### config.mk
export PLATFORM = sky130hd
export DESIGN_NAME = ram_port_arbiter
export DESIGN_NICKNAME = d
export VERILOG_FILES = /design/src/rtl/ram_port_arbiter.sv
export SDC_FILE = /design/constraint.sdc
export NUM_CORES = 1
export LEC_CHECK = 0
export CORE_MARGIN = 3
export CORE_UTILIZATION = 41
export DETAILED_ROUTE_END_ITERATION = 10
export PLACE_DENSITY = 0.8
export SLEW_MARGIN = 20
export SYNTH_ARGS = -nofsm -noshare
export SYNTH_HDL_FRONTEND = slang
export SYNTH_SLANG_ARGS = --single-unit
export TNS_END_PERCENT = 1
### constraint.sdc
create_clock -name clk -period 2 [get_ports clk]
set_input_delay 0.5 -clock clk [delete_from_list [all_inputs] [get_ports clk]]
set_output_delay 0.5 -clock clk [all_outputs]
set_load 0.02 [all_outputs]
### src/rtl/ram_port_arbiter.sv
// ram_port_arbiter
//   Shares one single-port RAM between two masters (m0 = CPU control unit,
//   m1 = program loader/DMA). One access runs at a time. For reads, the
//   address and rden are held for RD_LATENCY cycles. q is captured one cycle
//   later and returned to the master that won the access.
//
// Ports
//   clk, reset                 system clock, asynchronous active-high reset
//   mX_req/we/addr/wdata       request from master X, held until mX_ack
//   mX_ack                     1-cycle pulse, request accepted
//   mX_rdata/mX_rvalid         read data, valid for one cycle with rvalid
//                              (rdata is held until that master's next read)
//   ram_address/data/rden/wren RAM control
//   ram_q                      RAM read data
//   busy                       an access is in progress
//   owner                      master of the current/last access (0=m0, 1=m1)
//
// Parameters
//   ADDR_W, DATA_W, RD_LATENCY (legal 1..7)
//
// Build option
//   ARB_ROUND_ROBIN_EN  defined: a tie goes to the master that did not win last.
//                       undefined: m0 always wins a tie.
//
// state   | meaning
// --------+----------------------------------------------------
// IDLE    | sampling requests, no RAM strobe
// WR      | one-cycle write strobe to the RAM
// RD_WAIT | rden + address held for RD_LATENCY cycles
// RD_CAP  | rden low, address held, ram_q captured at end of cycle

module ram_port_arbiter #(
  parameter int ADDR_W     = 16,
  parameter int DATA_W     = 8,
  parameter int RD_LATENCY = 2
) (
  input  logic              clk,
  input  logic              reset,
  input  logic              m0_req,
  input  logic              m0_we,
  input  logic [ADDR_W-1:0] m0_addr,
  input  logic [DATA_W-1:0] m0_wdata,
  output logic              m0_ack,
  output logic [DATA_W-1:0] m0_rdata,
  output logic              m0_rvalid,
  input  logic              m1_req,
  input  logic              m1_we,
  input  logic [ADDR_W-1:0] m1_addr,
  input  logic [DATA_W-1:0] m1_wdata,
  output logic              m1_ack,
  output logic [DATA_W-1:0] m1_rdata,
  output logic              m1_rvalid,
  output logic [ADDR_W-1:0] ram_address,
  output logic [DATA_W-1:0] ram_data,
  output logic              ram_rden,
  output logic              ram_wren,
  input  logic [DATA_W-1:0] ram_q,
  output logic              busy,
  output logic              owner
);

  typedef enum logic [1:0] {
    IDLE    = 2'd0,
    WR      = 2'd1,
    RD_WAIT = 2'd2,
    RD_CAP  = 2'd3
  } state_t;

  localparam logic [2:0] CNT_LAST = 3'(RD_LATENCY - 1);

  state_t            state;
  logic [2:0]        cnt;
  logic              any_req;
  logic              winner;
  logic              sel_we;
  logic [ADDR_W-1:0] sel_addr;
  logic [DATA_W-1:0] sel_wdata;

`ifdef ARB_ROUND_ROBIN_EN
  logic last_owner;

  always_comb begin
    any_req = m0_req | m1_req;
    // On a tie the master that did not win last time goes first.
    if (m0_req && m1_req) winner = ~last_owner;
    else                  winner = m1_req;
  end
`else
  always_comb begin
    any_req = m0_req | m1_req;
    winner  = m1_req & ~m0_req;
  end
`endif

  assign sel_we    = winner ? m1_we    : m0_we;
  assign sel_addr  = winner ? m1_addr  : m0_addr;
  assign sel_wdata = winner ? m1_wdata : m0_wdata;

  assign busy = (state != IDLE);

  always_ff @(posedge clk or posedge reset) begin
    if (reset) begin
      state       <= IDLE;
      cnt         <= '0;
      owner       <= 1'b0;
      m0_ack      <= 1'b0;
      m1_ack      <= 1'b0;
      m0_rvalid   <= 1'b0;
      m1_rvalid   <= 1'b0;
      m0_rdata    <= '0;
      m1_rdata    <= '0;
      ram_address <= '0;
      ram_data    <= '0;
      ram_rden    <= 1'b0;
      ram_wren    <= 1'b0;
`ifdef ARB_ROUND_ROBIN_EN
      last_owner  <= 1'b0;
`endif
    end else begin
      // Handshake pulses last exactly one cycle.
      m0_ack    <= 1'b0;
      m1_ack    <= 1'b0;
      m0_rvalid <= 1'b0;
      m1_rvalid <= 1'b0;

      case (state)
        IDLE: begin
          if (any_req) begin
            owner       <= winner;
            ram_address <= sel_addr;
            ram_data    <= sel_wdata;
            cnt         <= '0;
`ifdef ARB_ROUND_ROBIN_EN
            last_owner  <= winner;
`endif
            if (winner) m1_ack <= 1'b1;
            else        m0_ack <= 1'b1;
            if (sel_we) begin
              ram_wren <= 1'b1;
              state    <= WR;
            end else begin
              ram_rden <= 1'b1;
              state    <= RD_WAIT;
            end
          end
        end

        WR: begin
          ram_wren <= 1'b0;
          state    <= IDLE;
        end

        RD_WAIT: begin
          if (cnt == CNT_LAST) begin
            ram_rden <= 1'b0;
            state    <= RD_CAP;
          end else begin
            cnt <= cnt + 3'd1;
          end
        end

        RD_CAP: begin
          // Address is still held here, so ram_q belongs to this access.
          if (owner) begin
            m1_rdata  <= ram_q;
            m1_rvalid <= 1'b1;
          end else begin
            m0_rdata  <= ram_q;
            m0_rvalid <= 1'b1;
          end
          state <= IDLE;
        end

        default: begin
          ram_rden <= 1'b0;
          ram_wren <= 1'b0;
          state    <= IDLE;
        end
      endcase
    end
  end

endmodule

**Routing congestion map**

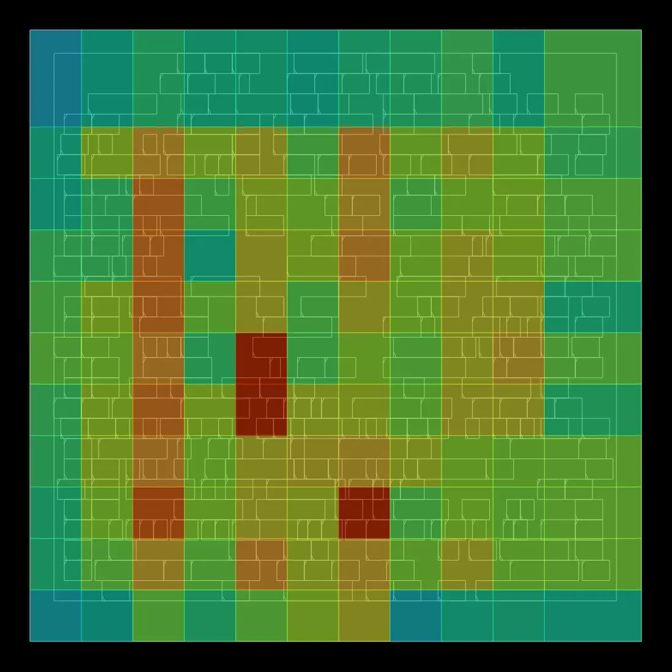
met3 Use GR: 5.482%
busiest grt layer: met2
DR WL/cell: 14.49 um
met1 GRT Util: 19.87%
Core Util, Final: 66.33%

**Wiring heat map**

The bar under the picture is 20 um long. 16 x 16 tiles, from dark blue (low) to red (high), scaled to the fullest tile. Values are wire area over tile area, all layers added.
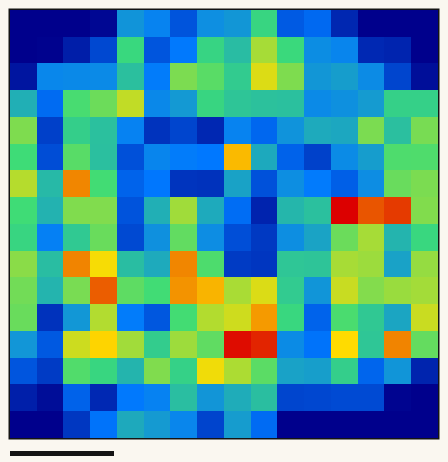
mean over tiles: 0.14
fullest tile: 0.36
tiles over half the peak: 30%
nearly empty tiles: 7.8%

**Cells by drive strength**

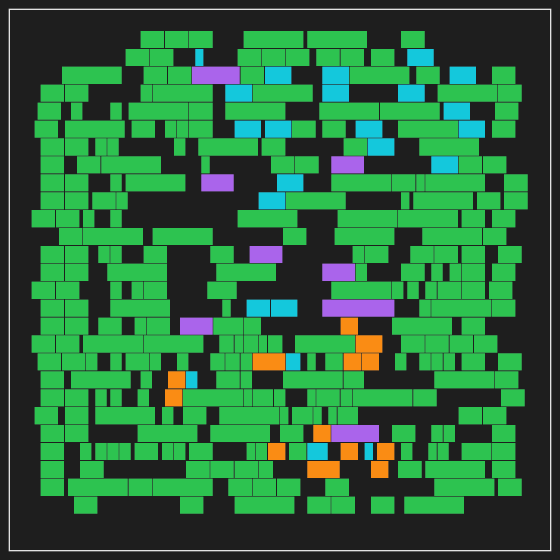
[green] _0 and _1 cells | cells: 270 | most used: clkdlybuf4s50_1
[orange] _3 and _4 cells | cells: 13 | most used: buf_4
[cyan] _2 cells | cells: 23 | most used: mux2_2
[purple] _6 and larger | cells: 8 | most used: clkbuf_8

[per-layer routing]
metal	vias up	track usage [%]	share of wire, %
met3	7	5.482	9.4
li1	934	-	-
met1	893	19.87	40
met5	-	0	0
met2	81	29.16	49
met4	0	5.648	1.4
[how the worst max path moves through the flow]
stage / to
detailed placement: ram_data[5]$_DFFE_PP0P_
global placement: ram_address[0]$_DFFE_PP0P_
finish: owner
floorplan: cnt[0]$_DFFE_PP0P_
global route: owner
CTS: busy
[through the flow]
step | instance area, um2 | hold slack [ps] | power (uW) | cells | utilization (%)
global route | 3675 | 534.7 | 5625 | 386 | 66.33
floorplan | 2369 | 483.9 | 3303 | 197 | -
global placement | 3565 | 471.5 | 4554 | 378 | 64.34
CTS | 3672 | 508.7 | 5350 | 386 | 66.28
finish | 3675 | 501.1 | 5276 | 386 | 66.33
detailed placement | 3565 | 487.2 | 4638 | 378 | 64.34
[layout by cell type, fill, tap and decap left out, types with 3 or more instances in the layout]
cell type          n
clkdlybuf4s50_1  108
nor2_1             4
nand2_1            3
o21ai_0           30
mux2_2            16
dfrtp_1           52
clkbuf_8           5
mux2i_1           27
o21ai_1           21
buf_4             10
inv_1              6
[final cells by class]
type	count	area, um2
Inverter	8	30.03
Multi-Input combinational cell	125	937.1
Clock inverter	2	35.03
Tap cell	72	90.09
Timing Repair Buffer	121	1209
Sequential cell	52	1301
Clock buffer	6	72.57
Fill cell	455	1866
[power by group through the flow]
stage	logic, uW	clock network (uW)	registers [uW]
6_report	2770	701	1800
5_1_grt	2980	780	1860
4_1_cts	2820	724	1810
3_5_place_dp	2810	0	1830
3_3_place_gp	2750	0	1800
2_1_floorplan	947	0	2360
[flip-flops by register name (all words and copies together), names as in the netlist, 2 cells and up]
name / cells
ram_address: 16
cnt: 3
m1_rdata: 8
m0_rdata: 8
state: 2
ram_data: 8
==> Slide: Implementation Results <==
Flow Results at a Glance

Synth
  – # Cells Yosys: 197
  – Main synth FF type: dfrtp_1
  – Synth Warn #: 0
  – Synth cell types: 32
  – Synth area leader: dfrtp_1
  – Post-synthesis cell count: roughly 200
  – Post-synth area hogs: dfrtp_1, mux2i_1, mux2_2
  – Async SR Flop Fraction: 100.0%
  – Net count after synthesis: 261
  – Adder share: 1.057%
  – XOR Share, Synth: 0%
  – Max-area cell share: 54.94%
  – Synthesis area per yosys: 0.002369 mm2
  – Area fraction in compound gates: 13.73%
  – Largest family of logic cells by area: multiplexers
  – Yosys reg bits: 52
  – Simple-gate share of the synthesized area: 5.600%
  – Synthesized area: 0.002369 mm2
  – Post-synth seq share: approximately 55%
  – Average instance area after synthesis: 12.02 um2
  – Most numerous cell in the Yosys netlist: dfrtp_1
  – Top post-synthesis cells by count: dfrtp_1, o21ai_0, mux2i_1
  – Area fraction in mux cells: between 10% and 20%
  – Post-synth EDFFs: 0

Global routing
  – Pin count of the biggest net entering global routing: 53
  – Vias in the first global route: 1,929
  – First-pass GRT wire length: roughly 8700 um
  – Gr ovfl total: 0
  – GR Util All Layers: 16.95%
  – Initial antenna violation count: 0

Power
  – Flop pwr share: between 30% and 40%
  – Sw Share: 37.28%
  – Clock share of power: 13.3%
  – NetSw: 1967 uW
  – Pleak: 0.001654 uW
  – PD cells: between 1000 and 1500 mW/mm2
  – Internal: 3309 uW
  – Peak VDD IR: 0.6342 mV
  – Comb pwr share: between 50% and 60%

Floorplan
  – Die Area: 0.006725 mm2
  – DIE WIDTH: 82.01 um
  – Core area: about 0.0055 mm2
  – Boundary pin count: 110
  – FP Core Util: a little over two fifths
  – # rows: 27
  – Die Y-Extent: approximately 80 um

Critical path
  – Slowest-stage cell, CP: clkdlybuf4s50_1
  – FF-to-FF path depth: 5
  – Reg2reg start: state[1]$_DFFE_PP0P_
  – Buf/Inv on CP: 1
  – CP Depth: 1
  – Critical Path Fanout Max: 4
  – Critical path class: register to output pin
  – CP max stage delay: between 600 and 700 ps
  – Top delay family on crit path: buffers and inverters
  – Worst Path Arrival: 1340 ps
  – Worst r2r dst: cnt[1]$_DFFE_PP0P_
  – Element type at the critical path end: output pin
  – WP data required: 1500 ps
  – Cell Chain, Critical Path: clkdlybuf4s50_1
  – Startpoint types: register
  – R2r setup slk: ~640 ps
  – Crit. Startpoint: owner$_DFFE_PP0P_

Detailed routing
  – Drt via density: ~5
  – TritonRoute pass-1 iters: 4
  – Final ANT Viol Nets: 0
  – Starting DRC count in detailed routing: 51
  – Residual DRC: 0
  – Vias: roughly 1,900
  – Detailed-route wire length: 5593 um

Final timing
  – Count of pins over their slew limit: 0
  – Max-slew headroom: about 80%
  – Final setup fails: 0
  – Number of failing hold endpoints at the final stage: 0
  – Skew final: 3.882 ps
  – Post-layout min period: 1842 ps
  – Setup ws final: 157.8 ps
  – RSZ-0062 raised after global routing: no
  – Slew @ Worst Pin: 317.1 ps
  – Tcrit/Tclk final: 92.11%
  – Setup TNS: 0 ps
  – Fmax achieved: 542.8 MHz

Cells and area
  – Ant. Diodes: 0
  – Fin nets: about 380
  – Layout cells sized above 1: 14.01%
  – Area growth syn-to-layout: 55.15%

Clock network
  – Worst-Skew Late Latency: 290 ps
  – H-tree lvl count: 2
  – Resized cells post-CTS: 0
  – Post-CTS Setup Bufs: 0
  – CTS buffer count: 5
  – Clock transition at path regs: 90 ps
  – Root buf cell: clkbuf_8
  – CTS Buffer Depth: 2
  – CTS tree: done
  – Hold Buf Count CTS: 0
  – Sink Count: 52

Worst hold path
  – Hold Crit Class: register to register
  – Hold Crit Endpoint: ram_address[10]$_DFFE_PP0P_
  – Hold_sp: ram_address[10]$_DFFE_PP0P_
  – Hold path cells: 2

Placement
  – DP HPWL: 4297 um
  – Setup WS pre-CTS: 125.4 ps
  – GP Congestion: just over 0.8
  – IO buf count: 109

Job
  – Max Cap Viol: 0
  – OpenROAD warning count: 27

Status
  – Status: finished, final reports clean
No activity file was given, so power comes from the tool's default toggle rates.
